## src/rtl/eth_pkg.sv

```systemverilog
// Shared Ethernet/ARP constants and the ARP transmitter state type.
package eth_pkg;

  localparam logic [15:0] ETHERTYPE_ARP  = 16'h0806;
  localparam logic [15:0] ARP_HTYPE_ETH  = 16'h0001;
  localparam logic [15:0] ARP_PTYPE_IPV4 = 16'h0800;
  localparam logic [15:0] ARP_OPER_REQ   = 16'h0001;
  localparam logic [15:0] ARP_OPER_REPLY = 16'h0002;
  localparam logic [7:0]  ARP_HLEN       = 8'h06;
  localparam logic [7:0]  ARP_PLEN       = 8'h04;

  // Minimum Ethernet frame without FCS, and the FCS length.
  localparam int MIN_FRAME_LEN = 60;
  localparam int FCS_LEN       = 4;

  typedef enum logic [1:0] {
    IDLE = 2'd0,
    SEND = 2'd1,
    DONE = 2'd2
  } arp_state_e;

endpackage

```

## src/rtl/crc32_d8.sv

```systemverilog
// Byte-wide step of the reflected Ethernet CRC-32 (poly 04C11DB7).
// Compiled only when ARP_TX_FCS_EN is defined.
`ifdef ARP_TX_FCS_EN
module crc32_d8 (
  input  logic [31:0] crc_in,
  input  logic [7:0]  data_in,
  output logic [31:0] crc_out
);

  // Eight LSB-first shift/xor steps of the reflected register.
  always_comb begin
    logic [31:0] c;
    c = crc_in ^ {24'h0, data_in};
    for (int i = 0; i < 8; i++) begin
      c = c[0] ? ((c >> 1) ^ 32'hEDB8_8320) : (c >> 1);
    end
    crc_out = c;
  end

endmodule
`endif

```

## src/rtl/arp_tx.sv

```systemverilog
// ARP reply/request frame generator with an AXI-Stream byte output.
// Replies have priority over pending requests. Define ARP_TX_FCS_EN to
// append a 4-byte CRC-32 FCS (64-byte frame); otherwise 60 bytes are sent.
module arp_tx
  import eth_pkg::*;
#(
  parameter logic [47:0] LOCAL_MAC = 48'h02_00_00_00_00_01,
  parameter logic [31:0] LOCAL_IP  = 32'hC0A8_0001
) (
  input  logic        aclk,
  input  logic        areset,
  input  logic [47:0] mac_d_addr_in,
  input  logic [31:0] ip_d_addr_in,
  input  logic [31:0] rq_ip_addr,
  input  logic        arp_resp_start,
  input  logic        arp_rq_start,
  output logic        arp_resp_end,
  output logic [7:0]  m_axis_tdata,
  output logic        m_axis_tvalid,
  input  logic        m_axis_tready,
  output logic        m_axis_tlast
);

`ifdef ARP_TX_FCS_EN
  localparam int FRAME_LEN = MIN_FRAME_LEN + FCS_LEN;
`else
  localparam int FRAME_LEN = MIN_FRAME_LEN;
`endif
  localparam logic [5:0] LAST_IDX = 6'(FRAME_LEN - 1);

  arp_state_e  state_q, state_d;
  logic [5:0]  cnt_q, cnt_d;
  logic        rq_pend_q, rq_pend_d;
  logic        is_req_q, is_req_d;
  logic [47:0] mac_q, mac_d;
  logic [31:0] ip_q, ip_d;
  logic [31:0] rq_ip_q, rq_ip_d;

  logic        beat;
  logic [47:0] da, tha;
  logic [15:0] oper;
  logic [31:0] tpa;
  logic [479:0] frame_v, frame_sh;

  assign beat = m_axis_tvalid & m_axis_tready;

  // Assemble the 60-byte frame MSB-first and shift the current byte to the top.
  always_comb begin
    da       = is_req_q ? 48'hFFFF_FFFF_FFFF : mac_q;
    tha      = is_req_q ? 48'h0 : mac_q;
    oper     = is_req_q ? ARP_OPER_REQ : ARP_OPER_REPLY;
    tpa      = is_req_q ? rq_ip_q : ip_q;
    frame_v  = {da, LOCAL_MAC, ETHERTYPE_ARP, ARP_HTYPE_ETH, ARP_PTYPE_IPV4,
                ARP_HLEN, ARP_PLEN, oper, LOCAL_MAC, LOCAL_IP, tha, tpa, 144'h0};
    frame_sh = frame_v << {cnt_q, 3'b000};
  end

`ifdef ARP_TX_FCS_EN
  logic [31:0] crc_q, crc_d, crc_next, fcs, fcs_sh;

  crc32_d8 u_crc (
    .crc_in  (crc_q),
    .data_in (m_axis_tdata),
    .crc_out (crc_next)
  );

  assign fcs    = ~crc_q;
  assign fcs_sh = fcs >> {cnt_q[1:0], 3'b000};

  // Accumulate CRC over bytes 0..59; restart it whenever idle.
  always_comb begin
    crc_d = crc_q;
    if (state_q == IDLE) crc_d = 32'hFFFF_FFFF;
    else if (beat && cnt_q < 6'(MIN_FRAME_LEN)) crc_d = crc_next;
  end

  // CRC register.
  always_ff @(posedge aclk) begin
    if (areset) crc_q <= 32'hFFFF_FFFF;
    else        crc_q <= crc_d;
  end
`endif

  // Stream outputs decoded from registered state; zero outside SEND.
  always_comb begin
    m_axis_tvalid = (state_q == SEND);
    m_axis_tlast  = (state_q == SEND) && (cnt_q == LAST_IDX);
    arp_resp_end  = (state_q == DONE);
    m_axis_tdata  = '0;
    if (state_q == SEND) begin
`ifdef ARP_TX_FCS_EN
      if (cnt_q >= 6'(MIN_FRAME_LEN)) m_axis_tdata = fcs_sh[7:0];
      else                            m_axis_tdata = frame_sh[479:472];
`else
      m_axis_tdata = frame_sh[479:472];
`endif
    end
  end

  // Next-state logic: frame selection, address latching, byte counting.
  always_comb begin
    // NOTE: every variable gets its hold value first so no path infers a latch.
    state_d   = state_q;
    cnt_d     = cnt_q;
    rq_pend_d = rq_pend_q;
    is_req_d  = is_req_q;
    mac_d     = mac_q;
    ip_d      = ip_q;
    rq_ip_d   = rq_ip_q;
    case (state_q)
      IDLE: begin
        cnt_d = '0;
        if (arp_resp_start || rq_pend_q) begin
          state_d  = SEND;
          is_req_d = !arp_resp_start;
          mac_d    = mac_d_addr_in;
          ip_d     = ip_d_addr_in;
          rq_ip_d  = rq_ip_addr;
          if (!arp_resp_start) rq_pend_d = 1'b0;
        end
      end
      SEND: begin
        if (m_axis_tready) begin
          if (cnt_q == LAST_IDX) begin
            cnt_d   = '0;
            state_d = is_req_q ? IDLE : DONE;
          end else begin
            cnt_d = cnt_q + 6'd1;
          end
        end
      end
      DONE:    state_d = IDLE;
      default: state_d = IDLE;
    endcase
    // A new request pulse wins over the clear on request-frame entry.
    if (arp_rq_start) rq_pend_d = 1'b1;
  end

  // State registers with synchronous reset.
  always_ff @(posedge aclk) begin
    // NOTE: non-blocking assignments so every flop samples pre-edge values.
    if (areset) begin
      state_q   <= IDLE;
      cnt_q     <= '0;
      rq_pend_q <= 1'b0;
      is_req_q  <= 1'b0;
      mac_q     <= '0;
      ip_q      <= '0;
      rq_ip_q   <= '0;
    end else begin
      state_q   <= state_d;
      cnt_q     <= cnt_d;
      rq_pend_q <= rq_pend_d;
      is_req_q  <= is_req_d;
      mac_q     <= mac_d;
      ip_q      <= ip_d;
      rq_ip_q   <= rq_ip_d;
    end
  end

endmodule

```

## config.mk

```make
export PLATFORM = sky130hd
export DESIGN_NAME = arp_tx
export DESIGN_NICKNAME = d
export VERILOG_FILES = /design/src/rtl/eth_pkg.sv /design/src/rtl/crc32_d8.sv /design/src/rtl/arp_tx.sv
export SDC_FILE = /design/constraint.sdc
export NUM_CORES = 1
export LEC_CHECK = 0
export CAP_MARGIN = 20
export CORE_UTILIZATION = 46
export CTS_CLUSTER_SIZE = 25
export DETAILED_ROUTE_END_ITERATION = 10
export PLACE_DENSITY = 0.86
export RECOVER_POWER = 100
export SYNTH_ARGS = -nofsm -noshare
export SYNTH_HDL_FRONTEND = slang
export SYNTH_HIERARCHICAL = 1
export SYNTH_SLANG_ARGS = --single-unit
```

## constraint.sdc

```tcl
create_clock -name aclk -period 3 [get_ports aclk]
set_clock_uncertainty 0.15 [all_clocks]
set_input_delay 0.9 -clock aclk [delete_from_list [all_inputs] [get_ports aclk]]
set_output_delay 0.9 -clock aclk [all_outputs]
set_load 0.01 [all_outputs]
```

### Cell density map

11 x 11 tiles, from black (low) to pale yellow (high), 0 to 100% covered.
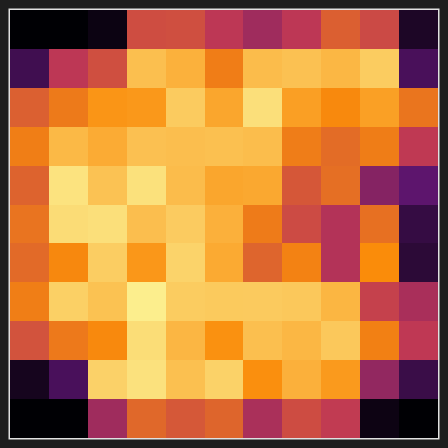
- fullest tile: 96%
- mean over tiles: 65%
- nearly empty tiles: 4.1%

==> run summary <==
run results: status=complete, but fails checks, failing checks=negative setup slack, Top Layer Used=met4, met2 wire length=slightly above 9 mm, Core ar.=about 12000 sq um, Die X=115 microns, CP required=between 1500 and 2000 ps, layout cells sized above 1=a little over a fifth, internal power=3620 uW, Peak supply drop=between 0.3 and 0.4 mV, Area Growth Syn to Fin=49.9%, Vias=between 6k and 7k, relative slew slack=between 60 and 70%, DRT Wirelength=~20 mm, Floorplan Utilization=between 40% and 50%, Gate Count Post-Synth=approximately 740, part of the power in registers=37.2%, LEAKAGE=0.00346 uW, yosys stat area=5860 sq um, RSZ-0062 raised after global routing=true, maximum clock rate=slightly below 300 MHz, cell count in the Yosys report=around 740, Critical Path Fanout Max=5, die footprint=13200 sq um, yosys simple share=between 20% and 30%, TritonCTS clock tree=built, maxcap violations=0, crit path buf inv count=4, Syn Nets=~860, routed wl met3=approximately 1.5 mm, Post-synth seq share=a little over two fifths, routability cong.=approximately 0.92, clk sinks=between 100 and 150, most used cell along the critical path=buf_12, Post-synth area hogs=dfxtp_1 42%, nand2_1 16%, a21oi_1 10%, number of cells on the critical path=9, M1 WL=around 8.1 mm, initial antenna violation count=0, area of the mapped netlist=roughly 5900 sq um, GRT Total Usage=roughly 31%, aoi/oai-family share of the synthesized area=between 10% and 20%, Top cell area share=a little over two fifths, CP Cell Sequence=buf_12 > buf_12 > buf_8 > mux2i_2 > nand2_1 > a32oi_2 > o311ai_2 > and3_1 > buf_2, Tool Warnings=34, gr ovfl total=0, # DRC=0, WHS=307 ps, CTS Buf Count=17, IO Port Bufs=approximately 130, pwr/cell area=558 nW/um^2, crit path DAT=between 2000 and 2500 ps, CTS clk-pin slew, worst paths=roughly 60 ps, period utilisation layout=114%, dpl hpwl=~13 mm, Setup crit start kind=register, Slowest cell on crit path=dfxtp_4, Synth async-reset ratio=0%, critical path class=reg -> out, count leader, synth=nand2_1, Adders+Majority by Area=about 1.3%, cell accounting for the most synthesized area=dfxtp_1, most frequent logic cell in the layout=nand2_1, Hold Path Class=reg -> reg, remaining antenna violation count=0, most frequent cells after synthesis=255 x nand2_1, 123 x a21oi_1, 122 x dfxtp_1, Logic family by area=simple AND/OR/NAND/NOR gates, YS warnings=6, clk_lat worst skew=approximately 420 ps, Final setup viols=9, Dominant flop cell=dfxtp_1, Initial DRT Pass Iterations=5, Top delay family on crit path=buffers and inverters, setup tns final=-2820 ps, FP Rows=roughly 40, CTS Root Cell=clkbuf_16, xor+xnor area frac=less than 1%, final worst setup slack=-421 ps, worst reg2reg path depth=9, largest net degree at the start of global routing=~110, Final #Nets=1044, sw power=between 1000 and 1500 uW, Slew Limit Fails=0, Mapped Avg Cell Area=roughly 7.9 sq um, logic gate share of total power=about a fifth, Ant. Diodes=0, fill count=around 930, final design utilization=roughly 70%
### Congestion heat map

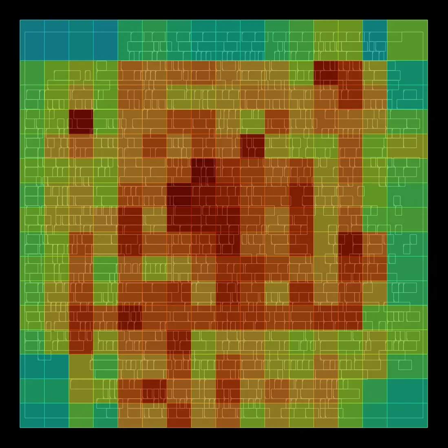
DR WL/cell: 17.8 microns
met2 Use GR: 49.2%
GR Util met3: 8.17%
met1 global-route usage: 38.4%

[cell families after synthesis]
kind of cell    after synthesis
xor+xnor                      4
simple gates                320
mux                          44
buf+inv                      66
fa+ha+maj                     6
flops                       122
compound gates              176
[state kept, by name, indices dropped and copies added, names as in the netlist]
name       flops
cnt_q          6
mac_q         48
ip_q          32
state_q        2
is_req_q       1
rq_ip_q       32
rq_pend_q      1
[worst paths after layout]
path / start / slack [ps] / end
max: cnt_q[0]$_SDFFE_PP0P_ / -420 / m_axis_tdata[5]
min: ip_q[10]$_SDFFE_PP0P_ / 310 / ip_q[10]$_SDFFE_PP0P_
max reg2reg: cnt_q[0]$_SDFFE_PP0P_ / 1010 / cnt_q[2]$_SDFFE_PP0P_
min reg2reg: ip_q[10]$_SDFFE_PP0P_ / 310 / ip_q[10]$_SDFFE_PP0P_
[through the flow]
step	cell area (sq um)	setup WS (ps)	instances	total power, uW
5_1_grt	8790	-479	1102	5080
3_5_place_dp	7790	-272	1059	2680
3_3_place_gp	7790	-284	1059	2660
4_1_cts	8740	-364	1101	4900
6_report	8790	-421	1102	4910
2_1_floorplan	5880	20.8	738	2290
[repair_timing]
item | 4_1_cts | 5_1_grt
gates resized | 78 | 20
pin swaps | 24 | 21
buffers inserted | 7 | 4
endpoints found under the hold margin | 0 | 0
gates cloned | 3 | 0
endpoints found under the setup margin | 9 | 9
[area by class of cell]
cell class,instances,area (sq um),share of cell area [%]
timing repair buffer,222,2150,24.5
clock inverter,9,138,1.57
inverter,8,30.0,0.341
clock buffer,23,488,5.55
sequential,122,2450,27.8
tap,168,210,2.39
multi-input combinational,550,3330,37.8
[power by group through the flow]
stage,Sequential (uW),Combinational (uW),Clock (uW)
floorplan,1820,472,0
global placement,1840,817,0
detailed placement,1850,828,0
CTS,1820,915,2160
global route,1840,999,2240
finish,1830,930,2150
Power figures rest on the tool's default switching activity, not on a simulated workload.
